Run 1, clock routing:
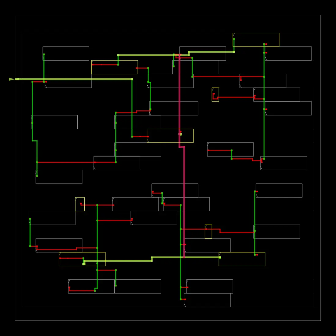
Run 1, gate-type map:
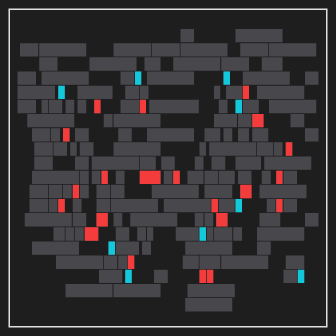
Run 1, PDN straps and rails:
Pins as bars on the die edge.
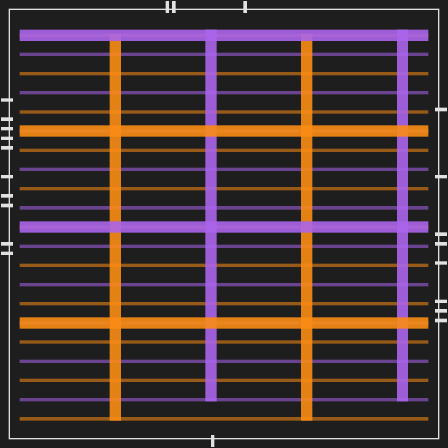
--- src/rtl/bcd_pkg.sv ---
// Shared BCD constants and converter state encoding, common to the binary-to-BCD
// converter and the downstream 2-digit BCD adder.
package bcd_pkg;

  localparam int BCD_DIGIT_W = 4;

  // Shift-and-add-3 digit adjust
  localparam logic [BCD_DIGIT_W-1:0] ADJ_THRESH = 4'd5;
  localparam logic [BCD_DIGIT_W-1:0] ADJ_ADD    = 4'd3;

  // Adder decimal-correction constants
  localparam logic [BCD_DIGIT_W-1:0] ADD_CORR_THRESH = 4'd10;
  localparam logic [BCD_DIGIT_W-1:0] ADD_CORR        = 4'd6;

  typedef enum logic [1:0] {
    ST_IDLE  = 2'd0,
    ST_SHIFT = 2'd1,
    ST_DONE  = 2'd2
  } state_t;

endpackage

--- src/rtl/bcd_digit_adj.sv ---
// One BCD digit of the shift-and-add-3 step: digits of 5 or more get +3 so the
// following left shift carries correctly into the next decimal digit.
module bcd_digit_adj
  import bcd_pkg::*;
(
  input  logic [BCD_DIGIT_W-1:0] i_din,
  output logic [BCD_DIGIT_W-1:0] o_dout
);

  assign o_dout = (i_din >= ADJ_THRESH) ? (i_din + ADJ_ADD) : i_din;

endmodule

--- src/rtl/bin2bcd_seq.sv ---
// Sequential binary-to-packed-BCD converter, one bit per clock, valid/ready on both
// sides. Overflow flags operands above 10^DIGITS-1; bcd then holds bin mod 10^DIGITS.
module bin2bcd_seq
  import bcd_pkg::*;
#(
  parameter int IN_W   = 7,
  parameter int DIGITS = 2
) (
  input  logic                          clk,
  input  logic                          rst,
  input  logic                          in_valid,
  output logic                          in_ready,
  input  logic [IN_W-1:0]               bin,
  output logic                          out_valid,
  input  logic                          out_ready,
  output logic [BCD_DIGIT_W*DIGITS-1:0] bcd,
  output logic                          ovf
);

  localparam int BCD_W = BCD_DIGIT_W * DIGITS;
  localparam int CNT_W = $clog2(IN_W + 1);

  state_t             r_state, w_state_next;
  logic [IN_W-1:0]    r_bin, w_bin_next;
  logic [BCD_W-1:0]   r_work, w_work_next;
  logic               r_ovf_work, w_ovf_work_next;
  logic [CNT_W-1:0]   r_cnt, w_cnt_next;
  logic [BCD_W-1:0]   r_bcd, w_bcd_next;
  logic               r_ovf, w_ovf_next;

  logic [BCD_W-1:0]   w_adj;
  logic               w_carry;
  logic [BCD_W-1:0]   w_work_sh;
  logic [IN_W-1:0]    w_bin_sh;

  for (genvar gi = 0; gi < DIGITS; gi++) begin : g_adj
    bcd_digit_adj u_adj (
      .i_din  (r_work[gi*BCD_DIGIT_W +: BCD_DIGIT_W]),
      .o_dout (w_adj[gi*BCD_DIGIT_W +: BCD_DIGIT_W])
    );
  end

  // The bit leaving the top digit is the hundreds (overflow) carry
  assign {w_carry, w_work_sh, w_bin_sh} = {w_adj, r_bin, 1'b0};

  always_ff @(posedge clk or posedge rst) begin
    if (rst) begin
      r_state    <= ST_IDLE;
      r_bin      <= '0;
      r_work     <= '0;
      r_ovf_work <= 1'b0;
      r_cnt      <= '0;
      r_bcd      <= '0;
      r_ovf      <= 1'b0;
    end else begin
      r_state    <= w_state_next;
      r_bin      <= w_bin_next;
      r_work     <= w_work_next;
      r_ovf_work <= w_ovf_work_next;
      r_cnt      <= w_cnt_next;
      r_bcd      <= w_bcd_next;
      r_ovf      <= w_ovf_next;
    end
  end

  always_comb begin
    w_state_next    = r_state;
    w_bin_next      = r_bin;
    w_work_next     = r_work;
    w_ovf_work_next = r_ovf_work;
    w_cnt_next      = r_cnt;
    w_bcd_next      = r_bcd;
    w_ovf_next      = r_ovf;
    in_ready        = 1'b0;
    out_valid       = 1'b0;
    case (r_state)
      ST_IDLE: begin
        in_ready = 1'b1;
        if (in_valid) begin
          w_bin_next      = bin;
          w_work_next     = '0;
          w_ovf_work_next = 1'b0;
          w_cnt_next      = CNT_W'(IN_W);
          w_state_next    = ST_SHIFT;
        end
      end
      ST_SHIFT: begin
        w_bin_next      = w_bin_sh;
        w_work_next     = w_work_sh;
        w_ovf_work_next = r_ovf_work | w_carry;
        w_cnt_next      = r_cnt - CNT_W'(1);
        if (r_cnt == CNT_W'(1)) begin
          w_bcd_next   = w_work_sh;
          w_ovf_next   = r_ovf_work | w_carry;
          w_state_next = ST_DONE;
        end
      end
      ST_DONE: begin
        out_valid = 1'b1;
        if (out_ready) begin
          w_state_next = ST_IDLE;
        end
      end
      default: begin
        w_state_next = ST_IDLE;
      end
    endcase
  end

  assign bcd = r_bcd;
  assign ovf = r_ovf;

endmodule
--- config.mk ---
export PLATFORM = sky130hd
export DESIGN_NAME = bin2bcd_seq
export DESIGN_NICKNAME = d
export VERILOG_FILES = /design/src/rtl/bcd_pkg.sv /design/src/rtl/bcd_digit_adj.sv /design/src/rtl/bin2bcd_seq.sv
export SDC_FILE = /design/constraint.sdc
export NUM_CORES = 1
export LEC_CHECK = 0
export CORE_UTILIZATION = 43
export CTS_BUF_LIST = sky130_fd_sc_hd__clkbuf_16
export CTS_CLUSTER_SIZE = 40
export DETAILED_ROUTE_END_ITERATION = 12
export GPL_TIMING_DRIVEN = 1
export PLACE_DENSITY_LB_ADDON = 0.3
export SLEW_MARGIN = 5
export SYNTH_ARGS = -nofsm -noshare
export SYNTH_HDL_FRONTEND = slang
export SYNTH_SLANG_ARGS = --single-unit
--- constraint.sdc ---
create_clock -name clk -period 1.8 [get_ports clk]
set_clock_uncertainty 0.15 [all_clocks]
set_input_delay 0.18 -clock clk [delete_from_list [all_inputs] [get_ports clk]]
set_output_delay 0.18 -clock clk [all_outputs]
set_load 0.05 [all_outputs]
==> summary.txt, run 1 <==
Implementation results. TritonCTS built the clock tree. In this run the cell area of the synthesized design comes to approximately 1500 sq um. STA classifies the critical path endpoint as an output port.

The smallest clock period supported by the final layout is computed as 1.71 ns. Setup slack on the worst path after placement came out at roughly 0.065 ns. The largest cell class by area is sequential cells. Looking at the gate-level netlist, the highest instance count belongs to dfrtp_1.

Final total power landed at 3.76 mW. Number of warnings in the stage logs landed at 29. Fraction of area in registers landed at 39.6%. The finished cells cover 1900 sq um.

STA classifies the critical path startpoint as a register. For the pin with the worst max-slew slack, the measured transition is 0.389 ns. Smallest hold slack landed at 0.134 ns. The layout has 9 inverters outside the clock class. Overall routing resource usage landed at between 20% and 30%. Depth of the CTS H-tree landed at 2. Number of antenna violations at the first check in global routing landed at 0. Headroom to the max-slew limit landed at 74.0%.

In the Yosys report the total cell count is 139. In this build the clock could be raised as far as 585 MHz. The share of the core area taken by cells at floorplan is 47.0%.

The core region is around 3200 sq um. Placed cell count landed at 205. STA lists the endpoint of the worst register-to-register path as bcd[1]. Via count of the first global-routing pass landed at 1,124. Share of synthesized area occupied by flip-flops and latches landed at 50.7%. Combined area of the multi-input logic cells landed at 661 sq um. Per the detail_route report, vias per standard cell equal roughly 5.2. Number of port buffers landed at 21.

The synthesized netlist has a Yosys-reported chip area of 1480 sq um. According to the report, the first pass of detailed routing completed in 4 iterations. Total number of tap cells landed at 44. Detailed routing inserted a total of 1,103 vias. Checking hold timing, the worst path is listed with class in -> async. According to the floorplan report, the die width is 60.7 um. Number of cells on the worst reg-to-reg path landed at 6. Clock input transition at the sequential cells of the worst setup and hold paths landed at 0.05 ns.

In the layout the tool counted multi-input logic cells amounting to about 94. Number of enable-type register cells in the synthesized netlist landed at 0. Across the run, the number of max-cap violations was 0. For reference, the critical path is launched at r_state[1]. Summing all flip-flop and latch instances after layout gives 752 sq um. Clock latency on the worst-skew pair landed at 0.28 ns.

Counting instances in the post-synthesis netlist gives the leading cell types as dfrtp_1 (30), o21ai_0 (16), nand2_1 (15), a21oi_1 (10), inv_1 (9). Final setup slack of the worst path landed at 0.0906 ns. Post-layout utilization of the core landed at 60.2%. The capture point of the critical path was reported as in_ready. Number of buffers inserted during clock tree synthesis landed at 5. Number of rows in the core area landed at 20.

In the placement report, post-DP HPWL is listed as approximately 2200 um. Max-slew violation count landed at 0. Final global-route overflow total landed at 0.

STA puts the critical path data arrival time at 1.38 ns. IR analysis of the VDD net gives a maximum drop of 0.808 mV. Averaged over all synthesized cells, the footprint is roughly 11 sq um. In this run the power density over the cells is a little under 2000 nW/um^2. After clock tree synthesis, the setup repair step added 0 buffers. The launch point of the worst register-to-register path is recorded as r_work[0]. According to the I/O placement log, the pin count is 22. Leaving out filler cells and counting taps, the final layout contains approximately 210. The post-route netlist has between 20% and 30% of its cells at a drive strength greater than 1. Ranked by total cell area, the synthesized netlist is headed by dfrtp_1 (51%), o21ai_0 (5.4%), ha_1 (5.1%), nand2_1 (3.8%), a22o_1 (3.5%). Counting along the longest clock path gives a buffer depth of 2.

Non-clock buffers in the final layout number 28. Die boundary height landed at 60.7 um. The first global-routing pass estimated between 5000 and 6000 um of wire. Largest fanout on the critical path landed at 9. Number of different library cells in the post-synthesis netlist landed at 31. In the final layout, clock buffers and inverters account for 7.25% of the cell area. Entering global routing, the biggest net connects 31 pins. STA puts the critical path data required time at 1.47 ns. Logic share of the area landed at 34.8%. For this design the static power due to leakage is 0.871 nW. The worst setup path is of the reg -> out kind. Number of endpoints failing setup at the final stage landed at 0.

Floorplan net count landed at roughly 160. Of all cell types, the one taking the most synthesized area is dfrtp_1. In the post-route report, total wirelength is listed as approximately 3000 um. Setup repair after global routing left no endpoint under its margin. Layout overhead on the synthesized area landed at 28.2%.

Synthesis produced a netlist whose cell count is 139. Once detail routing completed, the nets flagged for antenna violations numbered 0. Buffers outside the clock tree occupy 13.7% of the routed design's cell area. For the final routed database, the setup TNS stands at 0 ns. Counting flops and latches in the post-synthesis netlist gives 30. The flow ran to the end, and the final reports show no timing, DRC or antenna violations. Post-placement cell area landed at ~1800 sq um. Among all flip-flop cells after synthesis, the most frequent one is dfrtp_1.

Share of the synthesized area in the top cell type landed at 50.7%. Die area landed at 3680 sq um. The timing report gives the worst reg2reg path a setup slack of 0.14 ns. TritonRoute reported its final design rule violation total as 0. The placement summary gives the final routability congestion estimate as 0.721. Of the available clock period, the critical path in the final layout requires a little over nine tenths. Clock tree synthesis selected as its root buffer the cell clkbuf_16.

The routed design shows a wire length per standard cell of 14.1 um. Count of synthesis-stage warnings from yosys landed at 0. Number of hold violations in the final report landed at 0.

Fill cells in the final layout number 287. Once iteration 0 of detailed routing completed, the report listed 26 DRC markers. Total clock sinks landed at 30.

Per the synth stats, the proportion of register bits with asynchronous set or reset is 100%. Final-stage net count landed at 185. The repair_antennas step left the layout with diodes totalling 0.
## Picture notes: 'clock routing'
final sequential cell count: 30
clock buffer instance count of the final layout: 5

## Picture notes: 'gate-type map'
color	family	cells
cyan	inv cells	9
red	nand cells	21

## Picture notes: 'PDN straps and rails'
color	net
orange	VSS
purple	VDD
signal pins	22
met4 straps	4
met5 straps	4
rows	20

-- run 1: power by group --
part	internal [mW]	switching, mW
sequential	0.968	0.233
clock	0.497	0.279
combinational	0.765	1.02
-- run 1: metal layers --
metal | part of all wire (%) | up-vias | wire (um) | track usage [%]
met3 | 5.6 | 3 | 169 | 7.89
met4 | 1.4 | 0 | 41 | 8.12
li1 | - | 539 | - | -
met1 | 44 | 527 | 1340 | 23.0
met5 | 0 | - | 0 | 0
met2 | 49 | 34 | 1460 | 34.7
-- run 1: critical path, stage by stage, from the launching register on --
cell and delay [ns]:
dfrtp_1 0.48, buf_4 0.21, nor2_1 0.23, buf_12 0.18
-- run 1: repair_timing --
| action | 4_1_cts | 5_1_grt |
|---|---|---|
| endpoints found under the setup margin | 0 | 4 |
| resized | 0 | 5 |
| hold buffers | 0 | 0 |
-- run 1: layout by cell type (no fill, tap or decap), drive strengths merged --
cell / instances
dfrtp: 30
buf: 18
o21ai: 17
nand2: 16
a21oi: 12
clkdlybuf4s50: 10
inv: 10
a22o: 6
nor3b: 6
ha: 6
clkbuf: 5
mux2: 5
nand2b: 4
nor2: 4
a22oi: 4
xnor2: 2
nor2b: 2
mux2i: 2
clkinv: 2
o21bai: 1
o22ai: 1
a32o: 1
and2b: 1
nand3b: 1
o31ai: 1
or2b: 1
o21a: 1
-- run 1: sequential cells by signal, summed over array words and instances (netlist names) --
| name | flops |
|---|---|
| r_ovf_work | 1 |
| r_cnt | 3 |
| bcd | 8 |
| r_work | 8 |
| r_bin | 7 |
| r_state | 2 |
| ovf | 1 |
-- run 1: cells by family after synthesis --
kind of cell	share of synthesized area (%)
mux	5.66
simple gates	12.8
fa+ha+maj	5.07
compound gates	19.3
xor+xnor	1.18
buf+inv	5.32
flops	50.7
==> run 2: changes to the inputs <==
- CTS_CLUSTER_DIAMETER: not set -> 80
- REMOVE_ABC_BUFFERS: not set -> 1
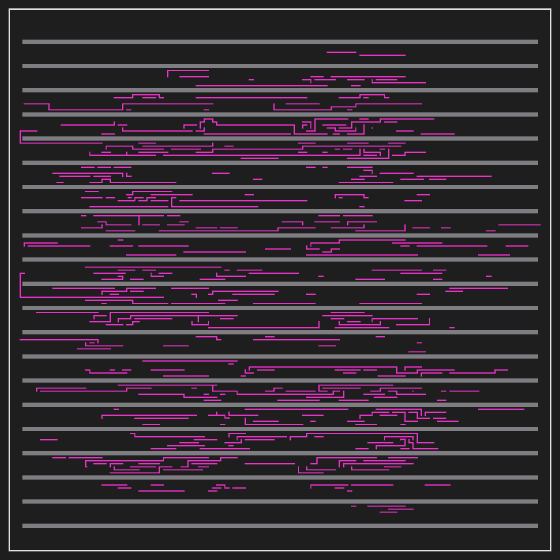
Run 2: M1 wires
Supply wires on this layer in gray.
wire length on this layer	1,400 um
main direction	horizontal
longest straight run	22.1 um
share of all routed wire	47%

==> summary.txt, run 2 <==
Implementation results. First-pass iteration count of the detailed router landed at 4. The largest total area in the synthesized netlist belongs to dfrtp_1. Number of endpoints failing setup at the final stage landed at 0.

The worst path in the final design needs a cycle of roughly 1.7 ns, including I/O delays and setup. Placed cell count landed at 203. Number of DRC violations after detailed routing landed at 0. Depth of the CTS H-tree landed at 2. Worst IR drop on VDD landed at 0.778 mV. The clock drives 30 sinks. According to the timing report, the arrival time at the worst endpoint equals 1.78 ns. Core area landed at 3150 sq um. Post-placement cell area landed at roughly 1800 sq um. Yosys stat cell total landed at 139. Setup slack on the worst path after placement came out at 0.118 ns. The share of total power dissipated in combinational logic is 47.1%. The setup path with the least slack is of type reg -> reg. Entering global routing, the biggest net connects 31 pins. For reference, the mux area share after synthesis is ~5.7%. Among logic cells in the layout, the one with the most instances is dfrtp_1. Share of total power in sequential cells landed at 32.1%. Yosys shows that the main logic family after synthesis is AND-OR/OR-AND gates. Final-stage net count landed at between 150 and 200. The timing report shows that the slowest cell on the worst path is dfrtp_1.

Peak per-stage delay on the critical path landed at about 0.43 ns. TritonCTS built the clock tree. Count of hold buffers inserted by post-cts repair landed at 0. As logged by OpenROAD, the buffers inserted on ports number 21. In this run the tools logged warnings totalling 28. Count of mapped cells out of synthesis landed at 139. Clock latency on the worst-skew pair landed at 0.27 ns.

Clock input transition at the sequential cells of the worst setup and hold paths landed at around 0.050 ns. TritonRoute output was used to compute an average wire per cell of 14.0 um. The flow ran to the end, and the final reports show no timing, DRC or antenna violations. Count of synthesis-stage warnings from yosys landed at 0. dfrtp_1 is the most common cell in the netlist. Row generation in the floorplan step produced 20 rows. The routed design has 2950 um of wire. Yosys stat chip area landed at 1480 sq um. Based on the critical path, the design can be clocked at up to approximately 580 MHz. The worst setup path is captured at a register. Of the total synthesized cell area, the portion taken by full adders, half adders and majority gates is 5.07%. Ranked by instance count, the synthesized netlist is headed by dfrtp_1 (30), o21ai_0 (16), nand2_1 (15), a21oi_1 (10), inv_1 (9).

Leaving out fill and tap cells, the most frequent cells in the layout are dfrtp_1 (30), o21ai_0 (16), nand2_1 (15), buf_4 (12). Per the detail_route report, vias per standard cell equal 5.20. A synthesized cell averages 10.7 sq um.

The synthesis report names the predominant flop master as dfrtp_1. The critical path in the final layout is reported with a setup slack of ~0.081 ns. The area fraction of the largest cell type after synthesis is 50.7%. Headroom to the max-slew limit landed at 74.8%. The number of antenna violations at the first check in global routing is 0. Dividing total power by cell area gives a power density of ~2000 nW/um^2.

Layout overhead on the synthesized area landed at 28.2%. Fraction of final layout cells sized beyond drive strength 1 landed at a little under a fifth. For this run the aggregate overflow at the end of global routing stands at 0. After the flow finishes, the layout carries non-filler instances totaling 211. Total of max-cap violations landed at 0. Static leakage landed at between 0.8 and 0.9 nW. The HPWL after detailed placement is 2040 um. Die area landed at ~3700 sq um. Number of enable-type register cells in the synthesized netlist landed at 0. Fill cell total of the finished layout landed at 274. 22 I/O pins were placed. Switching share of total power landed at between 40% and 50%. According to the floorplan report, the die width is 60.7 um. Number of hold violations in the final report landed at 0. The number of antenna diodes in the final layout is 0. Antenna violation net count after detailed routing landed at 0. Sequential elements use between 50% and 60% of the synthesized area. After clock tree synthesis, the setup repair step added 0 buffers. After layout, the worst path uses 95.5% of the clock period. After synthesis the cells add up to 1480 sq um. Smallest hold slack landed at 0.133 ns. The synthesized netlist devotes between 10% and 20% of its cell area to compound gates. Design area landed at 1900 sq um. The first global-routing pass estimated 5020 um of wire. The placement summary gives the final routability congestion estimate as 0.772. Share of flip-flops with an asynchronous set or reset after synthesis landed at 100%. After Yosys synthesis, and, or, nand and nor cells account for about an eighth of the synthesized area.
-- run 2: netlist changes by cell type in the layout (fill, tap and decap cells not counted), sizes merged --
cell / change
buf: -2
-- run 2: final cells by class --
type | instances | area [sq um] | area share (%)
sequential | 30 | 751 | 39.5
clock inverter | 3 | 12.5 | 0.659
tap | 44 | 55.1 | 2.90
timing repair buffer | 26 | 270 | 14.2
multi-input combinational | 94 | 652 | 34.3
clock buffer | 5 | 125 | 6.59
inverter | 9 | 33.8 | 1.78
-- run 2: metal layers --
metal,up-vias,track usage (%),share of wire (%)
met2,26,29.4,48
met5,-,0,0
met1,529,24.9,47
met4,0,10.7,1.2
li1,539,-,-
met3,4,3.84,3.5
-- run 2: final timing paths --
path	from	to	slack, ns	depth (start not counted)
max	r_work[4]	bcd[6]	0.08	6
max in group asynchronous	rst	r_work[0]	1.08	3
min in group clk	bcd[3]	bcd[3]	0.33	2
min reg2reg	bcd[3]	bcd[3]	0.33	2
max reg2reg	r_work[4]	bcd[6]	0.08	6
min	rst	bcd[4]	0.13	3
-- run 2: cells by family (layout without fill, tap and decap cells) --
logic type               Yosys count  after routing
adder cells (fa/ha/maj)            6              6
flip-flops                        30             30
XOR/XNOR                           2              2
multiplexers                       7              7
AND/OR/NAND/NOR                   35             35
AND-OR/OR-AND                     44             44
buffers and inverters             15             43
-- run 2: worst min-delay path: cells and delay by family --
| kind | cells | cell delay, ns |
|---|---|---|
| buffers and inverters | 3 | 0.79 |
-- run 2: power groups by stage --
stage,Combinational [mW],Sequential (mW),Clock [mW]
detailed placement,1.76,1.21,0
floorplan,0.909,1.49,0
global route,1.91,1.25,0.825
CTS,1.77,1.20,0.795
finish,1.76,1.20,0.777
global placement,1.71,1.20,0
==> run 3: changes to the inputs <==
- CELL_PAD_IN_SITES_DETAIL_PLACEMENT: not set -> 0
- CELL_PAD_IN_SITES_GLOBAL_PLACEMENT: not set -> 1
- CORE_UTILIZATION: 43 -> 41
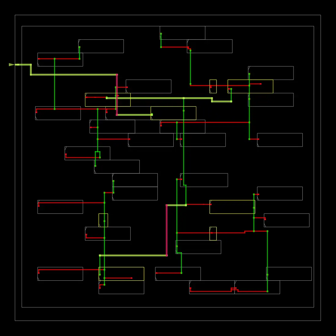
Run 3: clock routing
clock group power: 0.780 mW
source-to-sink clock delay at the later pin of the worst-skew pair: 0.27 ns
Sink Count: 30
Inserted Clock Buffers: 5

==> summary.txt, run 3 <==
Implementation results. The run finished with clean final reports. Number of different library cells in the post-synthesis netlist landed at 31. The script computed the net switching share of total power as 40.9%.

Endpoints with negative setup slack in the final report add up to 0. Setup repair after global routing left no endpoint under its margin. The type recorded for the worst min-delay path is in -> async. Post-synth the commonest register cell is dfrtp_1. In this run the tool buffered the top-level ports with 21 buffer cells. In this run the worst path has a maximum fanout of 4. Dividing the final minimum period by the clock period gives 94.9%. Register-to-register setup slack landed at slightly above 0.09 ns. Wire length of the first global-routing pass landed at approximately 5400 um.

Following the worst setup path forward leads to its endpoint at bcd[6]. The repair_antennas step left the layout with diodes totalling 0. Max-slew violation count landed at 0. By instance count, the leading cell after synthesis is dfrtp_1. Antenna violation net count after detailed routing landed at 0. Adding up every negative setup slack in the final design gives 0 ns. First-pass iteration count of the detailed router landed at 4. After global routing the overflow that remains totals 0. The group that draws the most power in this run is combinational cells. The synthesized design contains 0 enable-type register cells. Of the total synthesized cell area, the portion taken by full adders, half adders and majority gates is 5.07%. Total vias in the final route landed at 1,098. Number of DRC violations after detailed routing landed at 0. After Yosys synthesis, AND-OR and OR-AND compound gates account for 19.3% of the synthesized area. Headroom to the max-slew limit landed at 73.6%.

In the final report, the number of hold violations comes to 0. Share of flip-flops with an asynchronous set or reset after synthesis landed at 100%. STA shows the worst reg2reg path with a cell count of 6.

In this run the critical register-to-register path is launched from r_work[5]. Die area landed at 3860 sq um. Share of synthesized area occupied by flip-flops and latches landed at around half. Overall routing resource usage landed at 18.4%. Combinational share of power landed at 47.2%. Per the summary, power density relative to cell area is approximately 2000 nW/um^2. In this run the standard cell core region covers ~3400 sq um. Share of total power in sequential cells landed at 32.0%. By area the synthesized netlist is led by dfrtp_1 (51%), o21ai_0 (5.4%), ha_1 (5.1%), nand2_1 (3.8%), a22o_1 (3.5%).

The flow measured a signed area growth from synthesis to layout of 27.8%. Post-CTS setup-driven buffer insertion count landed at 0. The analysis attributes to cell leakage a power of between 0.8 and 0.9 nW. Summing the areas of all and, or, nand and nor instances in the mapped netlist gives 12.8% of the synthesized area.

The critical path is of the reg -> reg type. The synthesized design spends more area on one cell type than any other, namely dfrtp_1. Summing all multiplexer cells gives an area fraction of approximately 5.7%. In this run the power spent charging and discharging nets is 1.53 mW. The share of total power dissipated in the clock network is about a fifth. The top cell types in the final layout, fill and taps aside, are dfrtp_1 (29), o21ai_0 (16), nand2_1 (15), buf_4 (13). The pin closest to its max-slew limit shows a slew of 0.397 ns. By instance count after routing, the leading logic cell type is dfrtp_1. Depth of the CTS H-tree landed at 2.

Required time of the worst setup path landed at 1.86 ns. Xor/xnor share of the synthesized area landed at 1.18%. The net count of the finished layout is 183.

Initial cell density of the core landed at 43.7%. HPWL after detailed placement landed at between 2000 and 2500 um. Design area landed at 1890 sq um. Post-synthesis cell area landed at 1480 sq um. First-iteration detailed-routing DRC count landed at 55. The OpenROAD report gives the critical path a data arrival time of 1.77 ns. Post-detailed-route wirelength per cell landed at 15.0 um. The top cell type by area accounts for approximately half of the synthesized area. Detailed placement reports a standard cell area of 1750 sq um.

The worst register-to-register path ends at bcd[6]. The floorplan report gives the top-level pin count as 22. For the finished layout, the period the worst path requires is 1.71 ns. Synthesis produced a netlist whose cell count is 139.

In the synthesized netlist, the cells that appear most often are dfrtp_1 (30), o21ai_0 (16), nand2_1 (15), a21oi_1 (10), inv_1 (9). The flow reports power dissipated in sequential cells as 1.20 mW. Yosys printed 0 warnings. The worst setup path is launched from a register.

The floorplan step set the die width to between 60 and 70 um. In the synthesized netlist, the dominant kind of combinational cell is AND-OR/OR-AND gates. The worst-case IR drop observed on VDD is 0.838 mV.

Upper clock frequency limit landed at 585 MHz. According to the timing report, the critical path is launched from r_work[5]. Yosys stat chip area landed at 1480 sq um. Maximum number of pins on one net before global-route repair landed at 31. After detailed routing, the number of vias per cell comes to 5.15. Fill cell total of the finished layout landed at between 300 and 400.

Per the CTS log, the root buffer master is clkbuf_16. The number of antenna violations at the first check in global routing is 0. STA classifies the critical path endpoint as a register. Averaged over all synthesized cells, the footprint is around 11 sq um. In this run the tools logged warnings totalling 28.

Yosys stat cell total landed at between 100 and 150. Die boundary height landed at 62.1 um. Via count of the first global-routing pass landed at 1,162. Fraction of final layout cells sized beyond drive strength 1 landed at approximately 20%. In this run the core area contains 21 standard-cell rows.

In the power breakdown, the internal column shows between 2 and 2.5 mW. Total of max-cap violations landed at 0. The registers of the reported paths see a clock transition of 0.05 ns. Combinational power landed at 1.76 mW.

TritonCTS built the clock tree. After its last routability iteration, the placer logged a weighted congestion of 0.755. The clock passes through at most 2 buffers. Flip-flop and latch count after synthesis landed at 30.

Per the detailed-route log, wirelength across all metal layers totals 3190 um.
==> run 3: cell counts after synthesis <==
No cell type changed its count.
==> run 3: layout make-up <==
| cell class | instances | area (sq um) | area share [%] |
|---|---|---|---|
| timing repair buffer | 26 | 258 | 13.6 |
| clock buffer | 5 | 125 | 6.61 |
| multi-input combinational | 94 | 654 | 34.6 |
| tap | 46 | 57.6 | 3.04 |
| inverter | 9 | 33.8 | 1.78 |
| sequential | 30 | 752 | 39.7 |
| clock inverter | 3 | 12.5 | 0.661 |
==> run 3: metal layers <==
| metal | GRT usage (%) | up-vias | share of wire [%] |
|---|---|---|---|
| met5 | 0 | - | 0 |
| met4 | 5.81 | 0 | 0.56 |
| met3 | 6.25 | 4 | 4.1 |
| met2 | 30.5 | 24 | 50 |
| met1 | 22.6 | 539 | 45 |
| li1 | - | 531 | - |
==> run 3: critical path: stages, from the launching register on <==
cell and delay, ns:
dfrtp_1 0.40, inv_1 0.11, ha_2 0.23, nand2b_1 0.11, a21oi_2 0.19, mux2i_1 0.28, mux2_2 0.19
==> run 3: through the flow <==
| stage | util (%) | hold WS [ns] | power [mW] | std cells | setup slack, ns |
|---|---|---|---|---|---|
| global placement | 51.7 | 0.312 | 2.88 | 205 | 0.191 |
| CTS | 55.7 | 0.172 | 3.77 | 213 | 0.0632 |
| floorplan | - | 0.121 | 2.40 | 133 | 0.0369 |
| global route | 55.9 | 0.232 | 3.99 | 213 | 0.00977 |
| finish | 55.9 | 0.149 | 3.74 | 213 | 0.0918 |
| detailed placement | 51.7 | 0.326 | 2.97 | 205 | 0.0737 |
==> run 3: what timing repair did <==
item	CTS	global route
gates resized	0	2
setup endpoints to repair	0	2
endpoints found under the hold margin	0	0
hold buffers	0	0

==> notes/layouts.md <==
Pictures saved along the way, in no particular order.

Sequential cells colored by netlist name.
Other sequential cells in the stronger gray, the rest of the logic in the fainter gray.
(a)
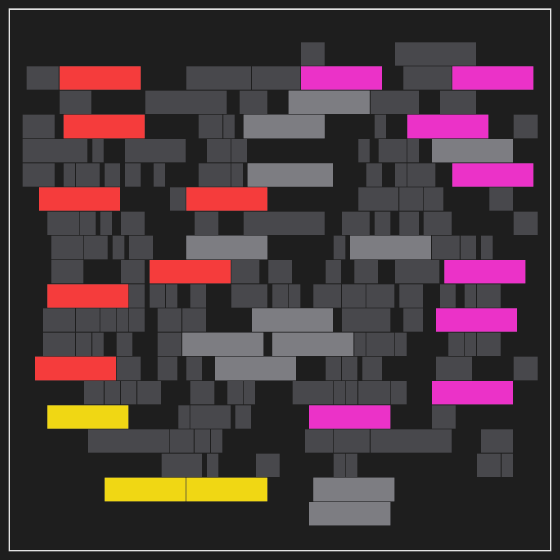
(b)
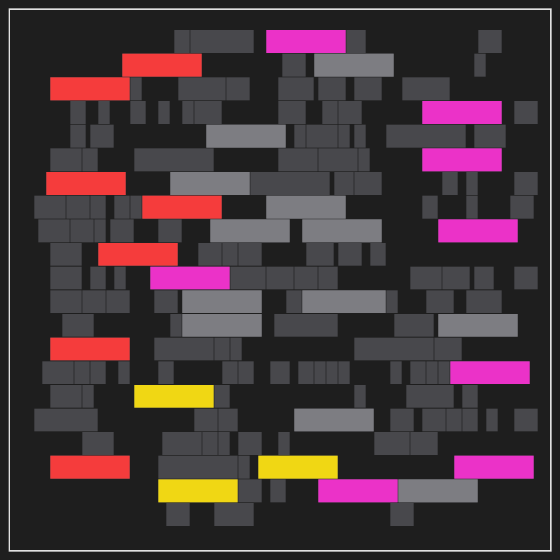
(c)
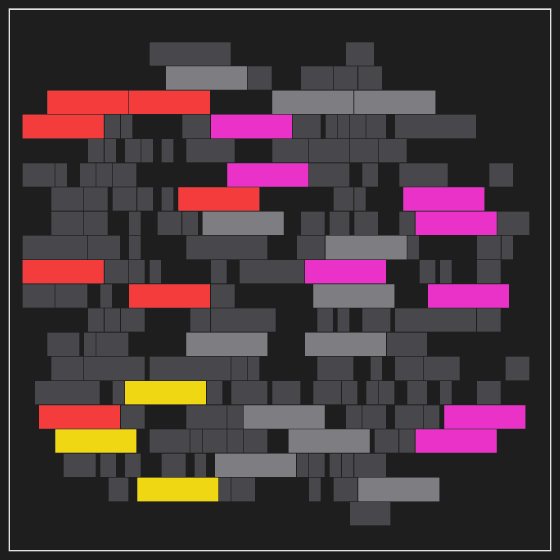
(c) -> run 2
(b) -> run 3
(a) -> run 1

Key to (c):
color	name in the netlist	sequential cells
yellow	r_cnt	3
red	r_bin	7
magenta	bcd	8
not colored	12

No activity file was given, so power comes from the tool's default toggle rates.
